met2.png
Scale: 6 px per um.
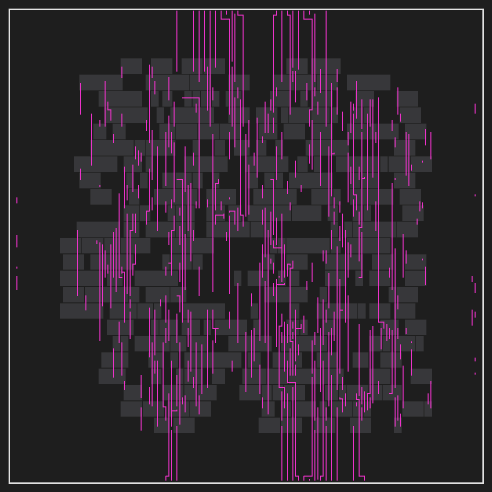
wire_density.png
Scale: 4 px per um. The die is cut into 16 by 16 equal tiles; dark blue is low, red is high, scaled to the fullest tile. Values are wire area over tile area, all layers added.
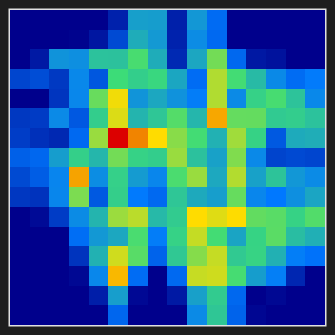
pins.png
Scale: 6 px per um. Pins as bars across the die edge, other pins in grey.
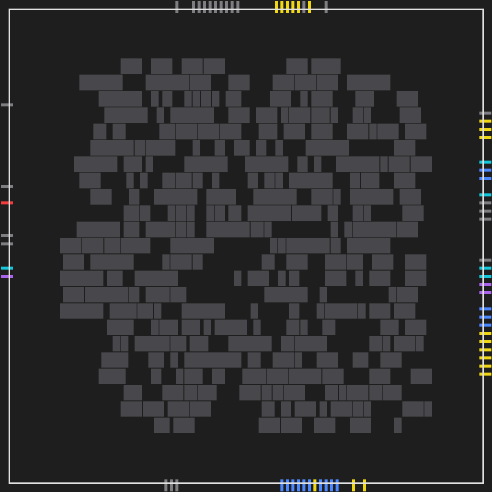
met3.png
Scale: 6 px per um.
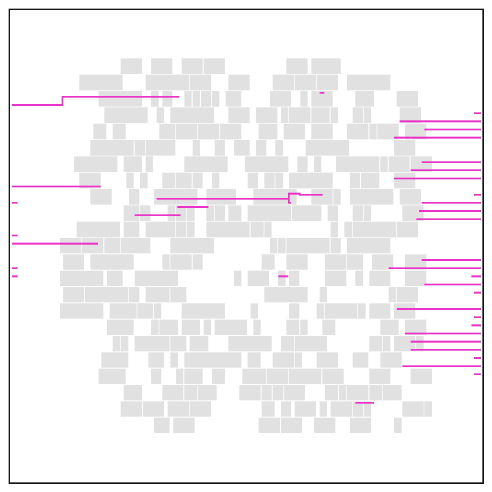
File: config.mk
export PLATFORM = sky130hd
export DESIGN_NAME = grid_read_arbiter
export DESIGN_NICKNAME = d
export VERILOG_FILES = /design/src/rtl/grid_read_arbiter.sv
export SDC_FILE = /design/constraint.sdc
export NUM_CORES = 1
export LEC_CHECK = 0
export CAP_MARGIN = 20
export CORE_MARGIN = 8
export CORE_UTILIZATION = 40
export DETAILED_ROUTE_END_ITERATION = 7
export GPL_TIMING_DRIVEN = 0
export PLACE_DENSITY_LB_ADDON = 0.12
export SLEW_MARGIN = 0
export SYNTH_ARGS = -nofsm -noshare
export SYNTH_HDL_FRONTEND = slang
export SYNTH_SLANG_ARGS = --single-unit
File: constraint.sdc
create_clock -name clock -period 3.2 [get_ports clock]
set_clock_uncertainty 0.05 [all_clocks]
set_input_delay 0.64 -clock clock [delete_from_list [all_inputs] [get_ports clock]]
set_output_delay 0.64 -clock clock [all_outputs]
set_load 0.02 [all_outputs]
File: src/rtl/grid_read_arbiter.sv
// Round-robin arbiter sharing the map grid memory read port between the player,
// raycaster and enemy updaters; out-of-map cells read back as a wall code.
module grid_read_arbiter #(
  parameter int NUM_REQ = 3,
  parameter int X_W = 6,
  parameter int Y_W = 5,
  parameter int CELL_W = 3,
  parameter int MAP_W = 40,
  parameter int MAP_H = 30,
  parameter int READ_LATENCY = 1,
  parameter logic [CELL_W-1:0] OOB_CELL = 3'b001
) (
  input  logic                   clock,
  input  logic                   reset,
  input  logic [NUM_REQ-1:0]     req,
  input  logic [NUM_REQ*X_W-1:0] req_x,
  input  logic [NUM_REQ*Y_W-1:0] req_y,
  output logic [NUM_REQ-1:0]     gnt,
  output logic [NUM_REQ-1:0]     rsp_valid,
  output logic [CELL_W-1:0]      rsp_data,
  output logic                   busy,
  output logic [X_W-1:0]         mem_x,
  output logic [Y_W-1:0]         mem_y,
  output logic                   mem_rd,
  input  logic [CELL_W-1:0]      mem_data,
  output logic [2:0]             dbg_state
);
  // Handshake: req is a level held until the one-cycle gnt pulse; the matching
  // one-cycle rsp_valid pulse follows READ_LATENCY+2 cycles after gnt, and
  // rsp_data stays stable from that pulse until the next capture.

  localparam int SEL_W = (NUM_REQ > 1) ? $clog2(NUM_REQ) : 1;
  localparam int LAT_W = (READ_LATENCY > 2) ? $clog2(READ_LATENCY) : 1;

  typedef enum logic [2:0] {
    S_IDLE    = 3'd0,
    S_ISSUE   = 3'd1,
    S_WAIT    = 3'd2,
    S_CAPTURE = 3'd3,
    S_RESP    = 3'd4
  } state_t;

  state_t             state_q, state_d;
  logic [SEL_W-1:0]   sel_q, sel_d;
  logic               oob_q, oob_d;
  logic [SEL_W-1:0]   rr_q, rr_d;
  logic [LAT_W-1:0]   lat_q, lat_d;
  logic [NUM_REQ-1:0] gnt_q, gnt_d;
  logic [NUM_REQ-1:0] rsp_valid_q, rsp_valid_d;
  logic [CELL_W-1:0]  rsp_data_q, rsp_data_d;
  logic               busy_q, busy_d;
  logic [X_W-1:0]     mem_x_q, mem_x_d;
  logic [Y_W-1:0]     mem_y_q, mem_y_d;
  logic               mem_rd_q, mem_rd_d;

  logic               pick_found;
  logic [SEL_W-1:0]   pick_idx;
  logic [X_W-1:0]     pick_x;
  logic [Y_W-1:0]     pick_y;
  logic               pick_oob;

  // First requester at or after rr_q, wrapping; its coordinates and range test.
  always_comb begin
    int idx;
    idx = 0;
    pick_found = 1'b0;
    pick_idx = '0;
    for (int j = 0; j < NUM_REQ; j++) begin
      idx = (int'(rr_q) + j) % NUM_REQ;
      if (!pick_found && req[idx]) begin
        pick_found = 1'b1;
        pick_idx = SEL_W'(idx);
      end
    end
    pick_x = req_x[int'(pick_idx)*X_W +: X_W];
    pick_y = req_y[int'(pick_idx)*Y_W +: Y_W];
    pick_oob = (int'(pick_x) >= MAP_W) || (int'(pick_y) >= MAP_H);
  end

  always_comb begin
    state_d = state_q;
    sel_d = sel_q;
    oob_d = oob_q;
    rr_d = rr_q;
    lat_d = lat_q;
    gnt_d = '0;
    rsp_valid_d = '0;
    rsp_data_d = rsp_data_q;
    mem_x_d = mem_x_q;
    mem_y_d = mem_y_q;
    mem_rd_d = 1'b0;
    unique case (state_q)
      S_IDLE: begin
        if (pick_found) begin
          state_d = S_ISSUE;
          sel_d = pick_idx;
          oob_d = pick_oob;
          gnt_d = NUM_REQ'(1) << pick_idx;
          mem_x_d = pick_x;
          mem_y_d = pick_y;
          mem_rd_d = !pick_oob;
        end
      end
      S_ISSUE: begin
        lat_d = '0;
        state_d = (READ_LATENCY == 1) ? S_CAPTURE : S_WAIT;
      end
      S_WAIT: begin
        // Counts the READ_LATENCY-1 cycles between the strobe and the data.
        if (int'(lat_q) >= READ_LATENCY - 2) state_d = S_CAPTURE;
        else lat_d = lat_q + LAT_W'(1);
      end
      S_CAPTURE: begin
        rsp_data_d = oob_q ? OOB_CELL : mem_data;
        state_d = S_RESP;
      end
      S_RESP: begin
        rsp_valid_d = NUM_REQ'(1) << sel_q;
        rr_d = (int'(sel_q) == NUM_REQ - 1) ? '0 : sel_q + SEL_W'(1);
        state_d = S_IDLE;
      end
      default: state_d = S_IDLE;
    endcase
    busy_d = (state_d != S_IDLE);
  end

  always_ff @(posedge clock) begin
    if (reset) begin
      state_q <= S_IDLE;
      sel_q <= '0;
      oob_q <= 1'b0;
      rr_q <= '0;
      lat_q <= '0;
      gnt_q <= '0;
      rsp_valid_q <= '0;
      rsp_data_q <= '0;
      busy_q <= 1'b0;
      mem_x_q <= '0;
      mem_y_q <= '0;
      mem_rd_q <= 1'b0;
    end else begin
      state_q <= state_d;
      sel_q <= sel_d;
      oob_q <= oob_d;
      rr_q <= rr_d;
      lat_q <= lat_d;
      gnt_q <= gnt_d;
      rsp_valid_q <= rsp_valid_d;
      rsp_data_q <= rsp_data_d;
      busy_q <= busy_d;
      mem_x_q <= mem_x_d;
      mem_y_q <= mem_y_d;
      mem_rd_q <= mem_rd_d;
    end
  end

  assign gnt = gnt_q;
  assign rsp_valid = rsp_valid_q;
  assign rsp_data = rsp_data_q;
  assign busy = busy_q;
  assign mem_x = mem_x_q;
  assign mem_y = mem_y_q;
  assign mem_rd = mem_rd_q;
  assign dbg_state = state_q;

endmodule

==> out/metrics.csv <==
stage,metric,value,unit
setup_path,cp-end-kind,register,
pwr,powerDensity,647,nW/um^2
sta,fin_ws,0.464,ns
sta,worst_pin_slew,0.468,ns
clocking,cts.path.max_buffers,2,
outcome,status,finished clean,
pwr,vdd_drop_max,372,uV
clocking,clk_pin_slew,0.06,ns
layout,register_area,601,um^2
placed_design,place_area,2290,um^2
logic_synthesis,ys_top_cells_by_count,"dfxtp_1 (30), nand2_1 (21), nor2_1 (21)",
pwr,p_clk_share,19.9,%
layout,largest_register_ffs,6,
layout,fillers,372,
route,drt_pass1_iterations,4,
setup_path,reg2reg_depth,11,
logic_synthesis,synth_area_leader_cell,dfxtp_1,
pwr,power.switching,0.565,mW
sta,hold-worst-slack,0.404,ns
route,routed-wl-met2,2130,um
layout,logic_area,892,um^2
clocking,cts.sinks,30,
clocking,numCtsBuffers,5,
global_route,grt_util_met1,17.7,%
sta,period_minus_slack,2.74,ns
floorplan,core_area,3880,um^2
sta,period_used_share,85.5,%
layout,fin_nets,297,
global_route,use_met2,24.5,%
setup_path,crit-reg2reg-launch,rr_q[0],
logic_synthesis,ys_seq_elements,30,
route,ant_nets,0,
global_route,grt_max_degree,11,
logic_synthesis,synthMuxAreaShare,7.00,%
Notes on met2.png above:
The longest straight run is 37.4 um. The layer holds 47% of the routed length.

Notes on wire_density.png above:
23% of the tiles are nearly empty. 19% of the tiles are over half the peak. The mean over all tiles is 0.12. The densest ninth of the die: middle. The fullest tile reaches 0.40.

Notes on pins.png above:
Key: req_x = yellow [pins 18, direction input, edge 9 right, 6 top, 3 bottom]; mem_y = cyan [pins 5, direction output, edge 4 right, 1 left]; gnt = purple [pins 3, direction output, edge 2 right, 1 left]; req_y = blue [pins 15, direction input, edge 10 bottom, 5 right]; reset = red [pins 1, direction input, edge left]

Notes on met3.png above:
The layer carries 311 um of wire. 36 nets have wire on it. The wires run mostly horizontal. The layer holds 6.9% of the routed length.

No activity file was given, so power comes from the tool's default toggle rates.
